$ cat src/rtl/divisor_secuencial_pkg.sv
// Shared definitions for the sequential divider lesson block: state encoding
// and default operand widths.
package divisor_secuencial_pkg;

  localparam int WN_DEF = 8;
  localparam int WD_DEF = 4;

  typedef enum logic [1:0] {
    S_IDLE = 2'd0,
    S_RUN  = 2'd1,
    S_DONE = 2'd2
  } estado_t;

endpackage

$ cat src/rtl/divisor_secuencial_resta.sv
// Combinational trial subtractor for the restoring divider: unsigned
// difference plus borrow (borrow = 1 when minuendo < sustraendo).
module resta_prueba #(
  parameter int W = 5
) (
  input  logic [W-1:0] minuendo,
  input  logic [W-1:0] sustraendo,
  output logic [W-1:0] diferencia,
  output logic         prestamo
);

  assign {prestamo, diferencia} = {1'b0, minuendo} - {1'b0, sustraendo};

endmodule

$ cat src/rtl/divisor_secuencial.sv
// Sequential unsigned restoring divider, one quotient bit per clock, with a
// start/busy/done handshake. Divide by zero finishes after one busy cycle.
//
// state  | meaning
// S_IDLE | waiting for start
// S_RUN  | one restoring step per cycle (or single zero-divisor cycle)
// S_DONE | results valid, done pulse; start here is accepted back-to-back
module divisor_secuencial
  import divisor_secuencial_pkg::*;
#(
  parameter int WN = WN_DEF,
  parameter int WD = WD_DEF
) (
  input  logic          clk,
  input  logic          reset_n,
  input  logic          start,
  input  logic [WN-1:0] dividend,
  input  logic [WD-1:0] divisor,
  output logic          busy,
  output logic          done,
  output logic [WN-1:0] quotient,
  output logic [WD-1:0] remainder,
  output logic          div_zero
);

  localparam int CNT_W = (WN > 1) ? $clog2(WN) : 1;

  estado_t state, nextState;

  logic [WN-1:0]    dvdReg;
  logic [WD-1:0]    dvsReg;
  logic [WD-1:0]    partRem;
  logic [WN-1:0]    quoReg;
  logic [CNT_W-1:0] bitCnt;
  logic             busyReg;
  logic             doneReg;
  logic [WN-1:0]    quoOut;
  logic [WD-1:0]    remOut;
  logic             divZeroOut;

  logic             accept;
  logic             iterate;
  logic             finish;
  logic             zeroDiv;

  logic [WD:0]      shifted;
  logic [WD:0]      diferencia;
  logic             prestamo;
  logic [WD:0]      nextRem;
  logic [WN-1:0]    nextQuo;
  logic             unusedTop;

  assign zeroDiv = (dvsReg == '0);
  assign shifted = {partRem, dvdReg[WN-1]};

  resta_prueba #(.W(WD + 1)) uResta (
    .minuendo   (shifted),
    .sustraendo ({1'b0, dvsReg}),
    .diferencia (diferencia),
    .prestamo   (prestamo)
  );

  assign nextRem = prestamo ? shifted : diferencia;
  assign nextQuo = {quoReg[WN-2:0], ~prestamo};
  // Kept value is always below the divisor, so its top bit is always zero.
  assign unusedTop = nextRem[WD];

  always_ff @(posedge clk or negedge reset_n) begin
    if (!reset_n) state <= S_IDLE;
    else          state <= nextState;
  end

  always_comb begin
    nextState = state;
    accept    = 1'b0;
    iterate   = 1'b0;
    finish    = 1'b0;
    case (state)
      S_IDLE: begin
        if (start) begin
          accept    = 1'b1;
          nextState = S_RUN;
        end
      end
      S_RUN: begin
        if (zeroDiv) begin
          finish    = 1'b1;
          nextState = S_DONE;
        end else begin
          iterate = 1'b1;
          if (bitCnt == '0) begin
            finish    = 1'b1;
            nextState = S_DONE;
          end
        end
      end
      S_DONE: begin
        if (start) begin
          accept    = 1'b1;
          nextState = S_RUN;
        end else begin
          nextState = S_IDLE;
        end
      end
      default: nextState = S_IDLE;
    endcase
  end

  always_ff @(posedge clk or negedge reset_n) begin
    if (!reset_n) begin
      dvdReg     <= '0;
      dvsReg     <= '0;
      partRem    <= '0;
      quoReg     <= '0;
      bitCnt     <= '0;
      busyReg    <= 1'b0;
      doneReg    <= 1'b0;
      quoOut     <= '0;
      remOut     <= '0;
      divZeroOut <= 1'b0;
    end else begin
      doneReg <= finish;
      if (accept) begin
        dvdReg  <= dividend;
        dvsReg  <= divisor;
        partRem <= '0;
        quoReg  <= '0;
        bitCnt  <= CNT_W'(WN - 1);
        busyReg <= 1'b1;
      end
      if (iterate) begin
        dvdReg  <= {dvdReg[WN-2:0], 1'b0};
        partRem <= nextRem[WD-1:0];
        quoReg  <= nextQuo;
        bitCnt  <= bitCnt - CNT_W'(1);
      end
      if (finish) begin
        busyReg <= 1'b0;
        if (zeroDiv) begin
          // Operand register is untouched here since no step ran.
          quoOut     <= '1;
          remOut     <= dvdReg[WD-1:0];
          divZeroOut <= 1'b1;
        end else begin
          quoOut     <= nextQuo;
          remOut     <= nextRem[WD-1:0];
          divZeroOut <= 1'b0;
        end
      end
    end
  end

  assign busy      = busyReg;
  assign done      = doneReg;
  assign quotient  = quoOut;
  assign remainder = remOut;
  assign div_zero  = divZeroOut;

endmodule

$ cat config.mk
export PLATFORM = sky130hd
export DESIGN_NAME = divisor_secuencial
export DESIGN_NICKNAME = d
export VERILOG_FILES = /design/src/rtl/divisor_secuencial_pkg.sv /design/src/rtl/divisor_secuencial_resta.sv /design/src/rtl/divisor_secuencial.sv
export SDC_FILE = /design/constraint.sdc
export NUM_CORES = 1
export LEC_CHECK = 0
export CAP_MARGIN = 20
export CORE_MARGIN = 2
export CORE_UTILIZATION = 45
export DETAILED_ROUTE_END_ITERATION = 8
export HOLD_SLACK_MARGIN = 0.06
export PLACE_DENSITY = 0.71
export SKIP_LAST_GASP = 1
export SYNTH_ARGS = -nofsm -noshare
export SYNTH_HDL_FRONTEND = slang
export SYNTH_SLANG_ARGS = --single-unit
$ cat constraint.sdc
create_clock -name clk -period 1.83 [get_ports clk]
set_clock_uncertainty 0.05 [all_clocks]
set_input_delay 0.183 -clock clk [delete_from_list [all_inputs] [get_ports clk]]
set_output_delay 0.183 -clock clk [all_outputs]
set_load 0.005 [all_outputs]
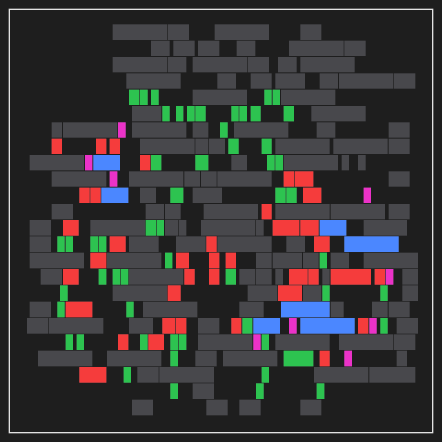
Fig. 1. Selected gate families.
(6 px per um)
[inverting AOI/OAI gates] red | cells: 38 | most used: o21ai_0
[adder and majority cells] blue | cells: 7 | most used: ha_1
[inverters] magenta | cells: 9 | most used: inv_1
[NAND gates] green | cells: 55 | most used: nand2_1
logic share of the area: 0.3428
final cell count without fillers: 280
most numerous logic cell after layout: dfrtp_1

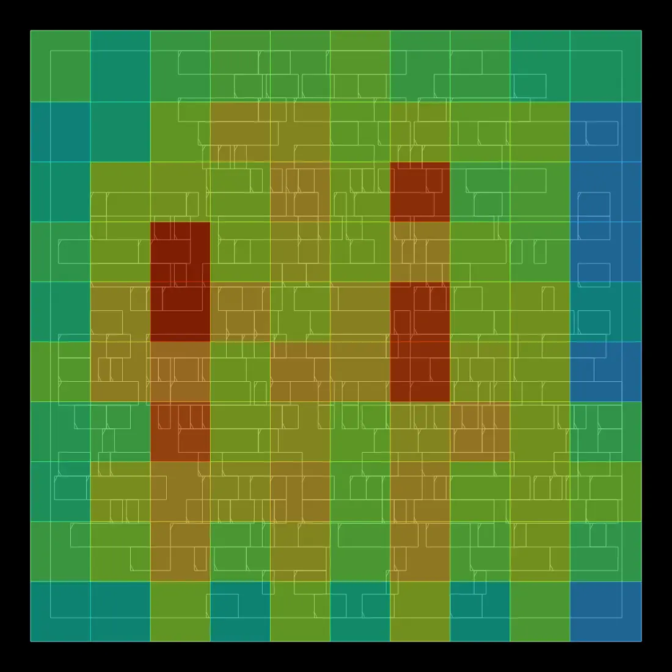
Fig. 2. Routing congestion map.
met2 Usage GRT: 0.2799
global routing usage on met3: 0.03608
Post-Route Utilization: 0.5830

==> reports/results.md <==
| Step | Item | Reported |
|---|---|---|
| outcome | Result of the run | completed |
| drt | Detailed Routing Iterations Pass 1 | 4 |
| global route | Global-route wire length before repair | 6824 um |
| logic synthesis | Main area contributors | dfrtp_1 54%, nand2_1 7.6%, ha_1 3.8%, o21ai_0 3.5%, o22a_1 3.1% |
| global route | Pin count of the biggest net entering global routing | 23 |
| floorplan | Die boundary height | 70.32 um |
| global route | Gr busiest metal | met2 |
| logic synthesis | Commonest register cell after synthesis | dfrtp_1 |
| sta | Maximum achievable frequency | 0.5713 GHz |
| pwr | Highest-power group | combinational logic |
| cells and area | Most common logic cells in the final layout | 43 x dfrtp_1, 40 x nand2_1, 28 x clkdlybuf4s50_1 |
| global route | Overall fraction of global-route tracks in use | 0.1771 |
| placed design | DP Area | 2365 um^2 |
| logic synthesis | Largest logic family | AND-OR/OR-AND gates |
| drt | Post-DR vias/cell | 5.432 |
| setup path | Type of element launching the critical path | register |
| job | Max-cap check violation count | 0 |
| setup path | Arrival time worst endpoint | 1920 ps |
| cells and area | Share of post-route cells with drive strength above 1 | 0.1623 |
| clocking | Deepest clock path buffer count | 2 |
| logic synthesis | Most instantiated library cell after synthesis | dfrtp_1 |
| logic synthesis | Post-synth design cell area | 1979 um^2 |
| clocking | CTS tree | done |
| worst hold path | Hold WC Path Type | in -> async |
| sta | Count of final hold-check violations | 0 |
| logic synthesis | Net count of the mapped netlist | 211 |
| logic synthesis | Synth warnings | 0 |
| floorplan | Die extent in x | 70.32 um |
| clocking | Clk slew on worst S/H paths | 80 ps |
| clocking | Master cell of the clock root buffer | clkbuf_8 |
| setup path | CP Max Fanout | 4 |
| sta | Setup repair after global routing missed its margin | true |
| pwr | Power of the combinational group | 2630 uW |
| global route | Number of antenna violations at the first check in global routing | 0 |
| logic synthesis | Number of distinct library cell variants in the gate-level netlist after synthesis | 40 |
| setup path | Worst setup path category | reg -> reg |
| floorplan | Number of cell rows | 24 |
| logic synthesis | Synth async-reset ratio | 1.000 |
| sta | Tcrit/Tclk final | 0.9565 |
| logic synthesis | Area share of fa/ha/maj cells after synthesis | 0.04804 |
| placed design | Tally of buffers added on design ports | 29 |
| cells and area | Diodes inserted | 0 |
| cells and area | Final design instance area without fill | 2504 um^2 |
| logic synthesis | Area fraction in compound gates after synthesis | 0.1802 |
| setup path | Type of destination of the critical path | register |
| pwr | Clock net power | 551 uW |
| floorplan | Full die area | 4945 um^2 |
| pwr | Combinational fraction of design power | 0.539 |
| logic synthesis | Number of cell instances after yosys synthesis | 189 |
| placed design | Number of instances in the placed design | 271 |
| pwr | Power per unit of standard cell area | 1945 nW/um^2 |
| logic synthesis | Top cell area share | 0.5436 |
| logic synthesis | Synth Seq Share | 0.5436 |
| sta | Finish-stage setup viols | 0 |
| drt | Highest routed layer | met4 |
| drt | Mean routed wirelength per cell | 14.17 um |
| drt | Post-route met1 wirelength | 1877 um |
| logic synthesis | Library cell occupying the most area in the post-synthesis netlist | dfrtp_1 |
| sta | Shortest period the worst path allows | 1750 ps |
| sta | Final max-slew violation count | 0 |
| sta | Transition time at the pin with the least slew margin | 541.4 ps |
| pwr | Share of power burned in the clock network | 0.113 |
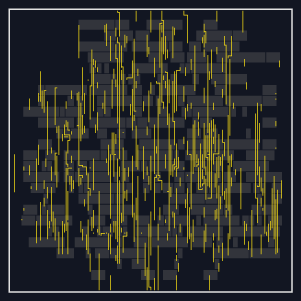
Fig. 3. Signal wires on met2.
(4 px per um)
wire length on this layer: 1880 um
nets with wire on the layer: 216
DRT Wirelength: 3967 um
Vias: 1521

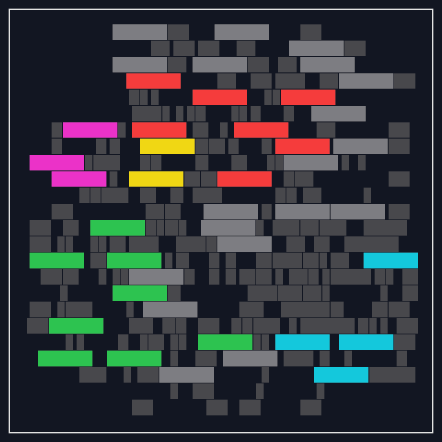
Fig. 4. Sequential cells grouped by signal name.
(6 px per um) Other sequential cells in the stronger grey, the rest of the logic in the fainter grey.
[`bitCnt`] magenta | flops: 3
[`state`] yellow | flops: 2
[`dvsReg`] cyan | flops: 4 | where: lower right
[`quoReg`] red | flops: 7
[`dvdReg`] green | flops: 8
not coloured: 19
Seq/total area: 0.4298
power drawn by the sequential cells: 1690 uW
total area of sequential cells: 1076 um^2

through the flow:
step	setup slack, ps	utilization
after global routing	-8.357	0.5830
after floorplan	18.64	-
final	79.69	0.5830
after global placement	46.63	0.5507
after CTS	3.796	0.5723
after detailed placement	7.055	0.5507
flip-flops by register name (all words and copies together), names as in the netlist:
register	cells
quotient	8
bitCnt	3
state	2
dvdReg	8
div_zero	1
dvsReg	4
partRem	4
busy	1
quoReg	7
remainder	4
done	1
final cells by class:
cell class	instances	area (um^2)	area share
Clock buffer	6	72.57	0.02899
Multi-Input combinational cell	128	858.3	0.3428
Timing Repair Buffer	42	397.9	0.1589
Sequential cell	43	1076	0.4298
Tap cell	52	65.06	0.02599
Inverter	9	33.78	0.01349
repair_timing:
| action | 4_1_cts | 5_1_grt |
|---|---|---|
| setup buffers | 0 | 2 |
| setup endpoints to repair | 2 | 16 |
| endpoints found under the hold margin | 21 | 0 |
| pin swaps | 0 | 1 |
| cloned | 0 | 0 |
| hold buffers | 1 | 0 |
| gates resized | 2 | 8 |
worst paths after layout:
kind | startpoint | to | slack [ps] | depth (start not counted)
min reg2reg | bitCnt[0]$_DFFE_PN0P_ | bitCnt[0]$_DFFE_PN0P_ | 430 | 1
min | reset_n | dvsReg[2]$_DFFE_PN0P_ | 350 | 2
max | dvsReg[3]$_DFFE_PN0P_ | remainder[0]$_DFFE_PN0P_ | 80 | 6
max in group asynchronous | reset_n | bitCnt[0]$_DFFE_PN0P_ | 880 | 3
max reg2reg | dvsReg[3]$_DFFE_PN0P_ | remainder[0]$_DFFE_PN0P_ | 80 | 6
min in group clk | divisor[0] | dvsReg[0]$_DFFE_PN0P_ | 370 | 3
critical path, stage by stage (launching register included):
cell and delay [ps]:
dfrtp_1 390, inv_1 80, ha_1 330, a21boi_4 170
a21boi_2 160, mux2_2 360, a21oi_1 150
No activity file was given, so power comes from the tool's default toggle rates.
